--- src/rtl/rf_read_stage.sv ---
// Operand-read stage: scoreboards in-flight writebacks, stalls on RAW/WAW, registers operands for execute.
// Optional RF_FWD_EN: a writeback landing in the accept cycle is forwarded instead of stalling.
module rf_read_stage #(
  parameter int SCALAR_W = 21,
  parameter int VECTOR_W = 192,
  parameter int ADDR_W   = 4
) (
  input  logic                clk,
  input  logic                rst_n,
  input  logic                in_valid,
  output logic                in_ready,
  input  logic [ADDR_W-1:0]   src1,
  input  logic [ADDR_W-1:0]   src2,
  input  logic                srcType,
  input  logic [ADDR_W-1:0]   dest,
  input  logic                destType,
  input  logic [1:0]          wb,
  output logic [ADDR_W-1:0]   rf_a1,
  output logic [ADDR_W-1:0]   rf_a2,
  input  logic [SCALAR_W-1:0] rf_r1e,
  input  logic [SCALAR_W-1:0] rf_r2e,
  input  logic [VECTOR_W-1:0] rf_r1v,
  input  logic [VECTOR_W-1:0] rf_r2v,
  input  logic                wb_valid,
  input  logic [ADDR_W-1:0]   wb_dest,
  input  logic                wb_destType,
  input  logic [SCALAR_W-1:0] wb_dataE,
  input  logic [VECTOR_W-1:0] wb_dataV,
  output logic                out_valid,
  input  logic                out_ready,
  output logic [SCALAR_W-1:0] op1e,
  output logic [SCALAR_W-1:0] op2e,
  output logic [VECTOR_W-1:0] op1v,
  output logic [VECTOR_W-1:0] op2v,
  output logic [ADDR_W-1:0]   out_dest,
  output logic                out_destType,
  output logic [1:0]          out_wb,
  output logic [1:0]          fsm_state
);

  localparam int NREG = 2 ** ADDR_W;

  typedef enum logic [1:0] {
    ST_EMPTY = 2'd0,
    ST_FULL  = 2'd1,
    ST_STALL = 2'd2
  } state_t;

  // Handshake: a beat moves on either side only in a cycle where valid && ready;
  // ready never looks at valid, and a held bundle stays frozen until out_ready.

  logic            held_q, held_d;
  logic [NREG-1:0] pend_e, pend_v;
  logic [NREG-1:0] src_pend, dst_pend;
  logic            fwd1, fwd2, fwd_d;
  logic            hazard, accept;
  logic [NREG-1:0] set_mask, clr_mask;
  logic [SCALAR_W-1:0] d1e, d2e;
  logic [VECTOR_W-1:0] d1v, d2v;
  state_t          state;

  assign rf_a1     = src1;
  assign rf_a2     = src2;
  assign out_valid = held_q;
  assign fsm_state = state;

  assign src_pend = srcType  ? pend_v : pend_e;
  assign dst_pend = destType ? pend_v : pend_e;

`ifdef RF_FWD_EN
  assign fwd1  = wb_valid && (wb_destType == srcType)  && (wb_dest == src1);
  assign fwd2  = wb_valid && (wb_destType == srcType)  && (wb_dest == src2);
  assign fwd_d = wb_valid && (wb_destType == destType) && (wb_dest == dest);
`else
  // Clears land at the edge; the synchronous-write bank is readable one cycle later.
  assign fwd1  = 1'b0;
  assign fwd2  = 1'b0;
  assign fwd_d = 1'b0;
`endif

  assign d1e = fwd1 ? wb_dataE : rf_r1e;
  assign d2e = fwd2 ? wb_dataE : rf_r2e;
  assign d1v = fwd1 ? wb_dataV : rf_r1v;
  assign d2v = fwd2 ? wb_dataV : rf_r2v;

  always_comb begin
    hazard = 1'b0;
    if (src_pend[src1] && !fwd1) hazard = 1'b1;
    if (src_pend[src2] && !fwd2) hazard = 1'b1;
    if (wb[0] && dst_pend[dest] && !fwd_d) hazard = 1'b1;
  end

  assign in_ready = (!held_q || out_ready) && !hazard;
  assign accept   = in_valid && in_ready;

  // State register: FULL is the only stored state; STALL is derived.
  always_ff @(posedge clk or negedge rst_n) begin
    if (!rst_n) held_q <= 1'b0;
    else        held_q <= held_d;
  end

  always_comb begin
    held_d = held_q;
    if (accept)         held_d = 1'b1;
    else if (out_ready) held_d = 1'b0;
  end

  always_comb begin
    state = ST_EMPTY;
    if (held_q)                  state = ST_FULL;
    else if (in_valid && hazard) state = ST_STALL;
  end

  assign set_mask = (accept && wb[0]) ? (NREG'(1) << dest) : '0;
  assign clr_mask = wb_valid ? (NREG'(1) << wb_dest) : '0;

  // Set is applied after clear so a same-cycle set wins.
  always_ff @(posedge clk or negedge rst_n) begin
    if (!rst_n) begin
      pend_e <= '0;
      pend_v <= '0;
    end else begin
      pend_e <= (pend_e & ~(wb_destType ? '0 : clr_mask)) | (destType ? '0 : set_mask);
      pend_v <= (pend_v & ~(wb_destType ? clr_mask : '0)) | (destType ? set_mask : '0);
    end
  end

  always_ff @(posedge clk or negedge rst_n) begin
    if (!rst_n) begin
      op1e         <= '0;
      op2e         <= '0;
      op1v         <= '0;
      op2v         <= '0;
      out_dest     <= '0;
      out_destType <= 1'b0;
      out_wb       <= '0;
    end else if (accept) begin
      op1e         <= srcType ? '0 : d1e;
      op2e         <= srcType ? '0 : d2e;
      op1v         <= srcType ? d1v : '0;
      op2v         <= srcType ? d2v : '0;
      out_dest     <= dest;
      out_destType <= destType;
      out_wb       <= wb;
    end
  end

endmodule

--- config.mk ---
export PLATFORM = sky130hd
export DESIGN_NAME = rf_read_stage
export DESIGN_NICKNAME = d
export VERILOG_FILES = /design/src/rtl/rf_read_stage.sv
export SDC_FILE = /design/constraint.sdc
export NUM_CORES = 1
export LEC_CHECK = 0
export ABC_CLOCK_PERIOD_IN_PS = 3520
export CORE_AREA = 4 4 435 437
export DETAILED_ROUTE_END_ITERATION = 8
export DIE_AREA = 0 0 439 441
export PLACE_DENSITY_LB_ADDON = 0.3
export SYNTH_ARGS = -nofsm -noshare
export SYNTH_HDL_FRONTEND = slang
export SYNTH_SLANG_ARGS = --single-unit
--- constraint.sdc ---
create_clock -name clk -period 3.52 [get_ports clk]
set_clock_uncertainty 0.05 [all_clocks]
set_input_delay 0.528 -clock clk [delete_from_list [all_inputs] [get_ports clk]]
set_output_delay 0.528 -clock clk [all_outputs]
set_load 0.02 [all_outputs]
==> reports/qor.log <==
[global_routing] maximum number of pins on one net before global-route repair 96
[synthesis] Post-Syn Area per Cell 10.6 µm²
[floorplan] number of standard-cell rows in the floorplan 158
[final_timing] Max Transition Viols Final 0
[final_timing] FMAX 0.285 GHz
[power] Cell Int Power 14500 µW
[floorplan] I/O pin count 1110
[hold_path] launch point of the worst hold path rf_r1v[94]
[synthesis] AND-OR/OR-AND Cells, Area Fraction 2.47%
[final_timing] post-route worst hold slack 0.347 ns
[final_timing] Setup violations, final 0
[detailed_routing] remaining design rule violation count 0
[power] clock network power share 28.6%
[final_timing] slew of the pin with the lowest slew margin 1.07 ns
[placement] total cell area at the placement stage 0.0338 mm²
[synthesis] share of synthesized cell area in and, or, nand and nor gates 9.85%
[synthesis] FA/HA/MAJ Cells, Area Fraction 0%
[global_routing] vias in the first global route 18500
[synthesis] tally of yosys warning messages 0
[detailed_routing] wire length per cell 19.5 µm
[floorplan] Initial Utilization 11.5%
[synthesis] flip-flops with a built-in enable 0
[synthesis] top post-synthesis cells by count dfrtp_1 (466), nand2_1 (396), inv_1 (386)
[cells_and_area] Top Registers op1v: 192 flops, op2v: 192 flops
[synthesis] area of the mapped netlist 0.0214 mm²
[synthesis] synthesized-area fraction occupied by xor and xnor cells 0%
[setup_path] required time at the endpoint of the critical path 2.94 ns
[detailed_routing] number of design-rule violations left by the first detailed-router iteration 832
[clock_network] Reg clk slew, reported paths 0.06 ns
[detailed_routing] post-DR vias/cell 3.19
[global_routing] overflow left after global routing 0
[final_timing] final tally of hold violations 0
[detailed_routing] total iterations of the first detailed-routing run 6
[setup_path] type of element capturing the critical path output pin
[clock_network] Root Buffer Master clkbuf_16
[final_timing] final setup slack of the worst path 0.00593 ns
[power] Seq group 7720 µW
[setup_path] critical register-to-register path startpoint pend_e[8]
[setup_path] cell type of the slowest stage on the worst timing path mux4_2
[synthesis] multiplexer share of the synthesized area 22.9%
[hold_path] Min-Delay Path Class input port to flop
[placement] Placement Setup Slack -0.619 ns
[cells_and_area] ratio of cells with drive above 1 in the final layout 9.67%
[power] sequential share of power 34.2%
[global_routing] number of antenna violations at the first check in global routing 31
[final_timing] Relative slew margins 28.7%
[synthesis] Cell variety after synth 41
[cells_and_area] Antenna Cells 13
[cells_and_area] Non-clk bufs 999
[final_timing] setup tns final 0 ns
[cells_and_area] area grow syn2layout 68.2%
[synthesis] Nets at Floorplan 2676
[floorplan] count of inserted tapcells 2480
[synthesis] Top-area cell share 54.6%
[power] pwr/cell area 628 mW/mm²
[placement] Routability Congestion 0.798
[cells_and_area] cell kind with the greatest summed area registers
[final_timing] unrepaired setup endpoints after global routing true
[power] heaviest power group combinational logic
[setup_path] worst-path cell chain clkdlybuf4s50_1 > buf_4 > mux4_2 > mux4_2 > o2111a_1 > nor3_4 > buf_4 > nor3b_2 > buf_4
[cells_and_area] fill count 20500
[global_routing] global-route wire length before repair 145 mm
[floorplan] vertical die dimension 441 µm
[synthesis] Synth flops 466
[setup_path] nature of the critical path startpoint input port
[setup_path] critical path class input port to output pin
[cells_and_area] number of non-filler instances in the completed layout 5493
[synthesis] chip area from the yosys synthesis statistics 0.0214 mm²
[cells_and_area] buffer share of cell area 28.1%
[power] relative contribution of combinational cells to total power 37.2%
[cells_and_area] Clock-cell share 5.62%
[power] Power Clock 6470 µW
[floorplan] horizontal extent of the die 439 µm
[clock_network] clock tree from TritonCTS done
[placement] Port Buf Inserts 896
[setup_path] worst r2r dst op2v[60]
[cells_and_area] num sequential 466
[clock_network] clock insertion delay at the later pin of the skew report 0.68 ns
[cells_and_area] fraction of the core area covered by cells at the end of the flow 19.4%
[final_timing] time the worst path needs with I/O delays and setup 3.51 ns
[cells_and_area] sequential cell area 0.0117 mm²
[synthesis] cell type with the largest total area after synthesis dfrtp_1
[synthesis] library cell with the highest instance count after synthesis dfrtp_1
[final_timing] final worst-path cycle share 99.8%
[synthesis] Main synth FF type dfrtp_1
[power] VDD IR max 0.372 mV
[cells_and_area] Comb area share 21.1%
[cells_and_area] MI comb cells 1038
[cells_and_area] area of the multi-input gates 0.00756 mm²
[setup_path] cell family with most CP delay multiplexers
[clock_network] number of H-tree levels 2
[power] power dissipated in combinational cells 8390 µW
[power] net switching power 8070 µW
[detailed_routing] antenna-violating nets left 0
[power] net switching fraction of the power 35.8%
[setup_path] Arrival @ worst endpoint 2.94 ns
[setup_path] CP Depth 9
[global_routing] overall routing resource usage 10.4%
[setup_path] logic depth of the worst register-to-register path 11
[clock_network] TritonCTS sink count 466
[setup_path] worst stage delay on the critical path 0.50 ns
[setup_path] cell seen most often among critical-path stages buf_4
[cells_and_area] clock buffer count in the final layout 89
[synthesis] Synth async-reset ratio 100%
[synthesis] post-synthesis cell count 2011
[placement] placed cell count 5365
[floorplan] area of the die 0.194 mm²
[setup_path] Bufs and invs on worst path 4
[status] outcome completed
[setup_path] worst setup path start destType
[job] number of warnings the tools reported 241
[power] total power of the final layout 22600 µW
[synthesis] cell count listed in synth_stat.txt 2011
[layout by cell type (no fill, tap or decap), types with 2 or more instances in the layout]
| cell type | Yosys | routed |
|---|---|---|
| o31ai_1 | 32 | 32 |
| or4_4 | 0 | 2 |
| nand2_1 | 396 | 396 |
| mux2_2 | 59 | 59 |
| nand3_1 | 12 | 12 |
| buf_8 | 3 | 2 |
| buf_12 | 1 | 24 |
| buf_6 | 5 | 2 |
| clkbuf_8 | 0 | 11 |
| o22ai_1 | 3 | 2 |
| nor2b_1 | 55 | 55 |
| bufinv_16 | 0 | 4 |
| a211oi_1 | 6 | 6 |
| clkdlybuf4s50_1 | 0 | 890 |
| nor3b_2 | 0 | 2 |
| clkbuf_1 | 55 | 16 |
| clkinv_4 | 0 | 2 |
| buf_4 | 48 | 76 |
| inv_1 | 386 | 386 |
| nand2b_1 | 10 | 10 |
| clkinv_2 | 0 | 10 |
| o21ai_0 | 32 | 32 |
| dlygate4sd2_1 | 0 | 2 |
| clkbuf_16 | 0 | 63 |
| mux4_2 | 16 | 16 |
| nor2_1 | 5 | 5 |
| nor4_1 | 2 | 2 |
| mux2i_1 | 385 | 385 |
| dfrtp_1 | 466 | 461 |
| diode_2 | 0 | 13 |
| inv_6 | 0 | 3 |
| nand3b_1 | 2 | 2 |
| nor3_1 | 3 | 3 |
| dfrtp_2 | 0 | 5 |
[repair_timing]
item,in CTS,in global routing
setup buffers,1,1
pin swaps,3,4
cloned,0,1
resized,18,12
hold buffers,1,0
setup endpoints to repair,2,162
endpoints found under the hold margin,47,0
[layer usage]
layer	wire, µm	vias up	GRT usage, %
li1	-	8228	-
met1	44400	8594	12.9
met2	52600	516	17.6
met3	6410	151	2.90
met4	3270	16	3.21
met5	104	-	0
layer_met1.png
The bar under the picture is 100 µm long.
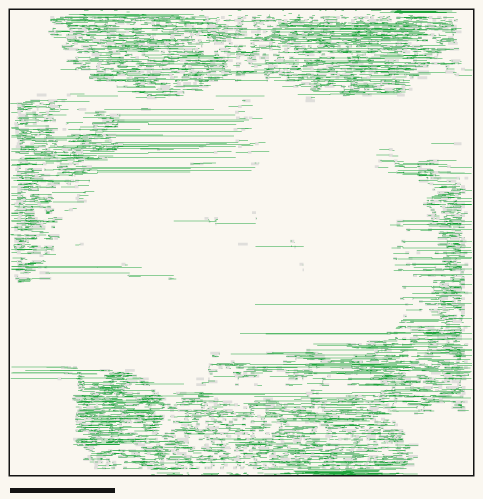
main direction: horizontal
wire length on this layer: 44.4 mm
nets with wire on the layer: 3136
share of all routed wire: 42%

layer_met2.png
The bar under the picture is 100 µm long.
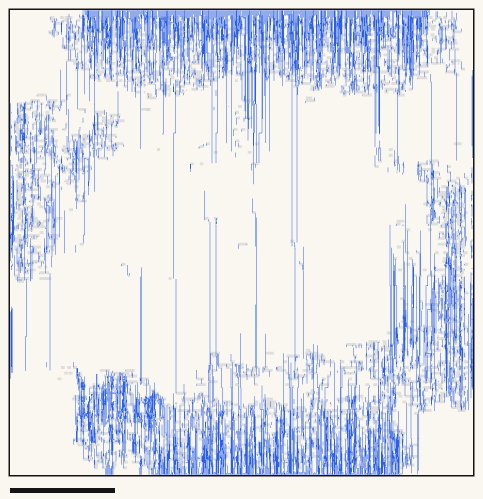
main direction: vertical
wire length on this layer: 52.6 mm
nets with wire on the layer: 2877
share of all routed wire: 49%
longest straight run: 193 µm
met2 track demand over resource: 17.6%
total via count after detailed routing: 17500
final wirelength: 107 mm

layer_met3.png
The bar under the picture is 100 µm long.
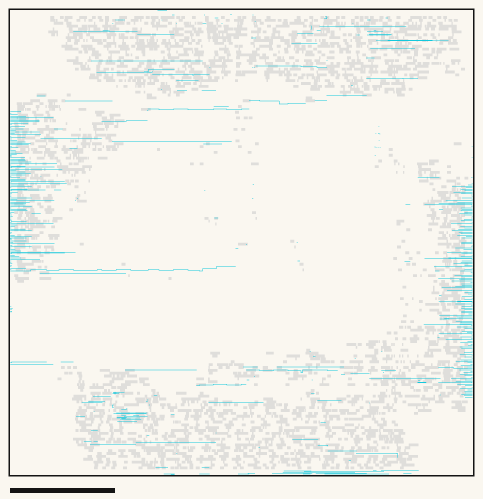
longest straight run: 113 µm
nets with wire on the layer: 354
wire length on this layer: 6410 µm
share of all routed wire: 6.0%
main direction: horizontal
GR met3 Demand/Resource: 2.90%

No activity file was given, so power comes from the tool's default toggle rates.
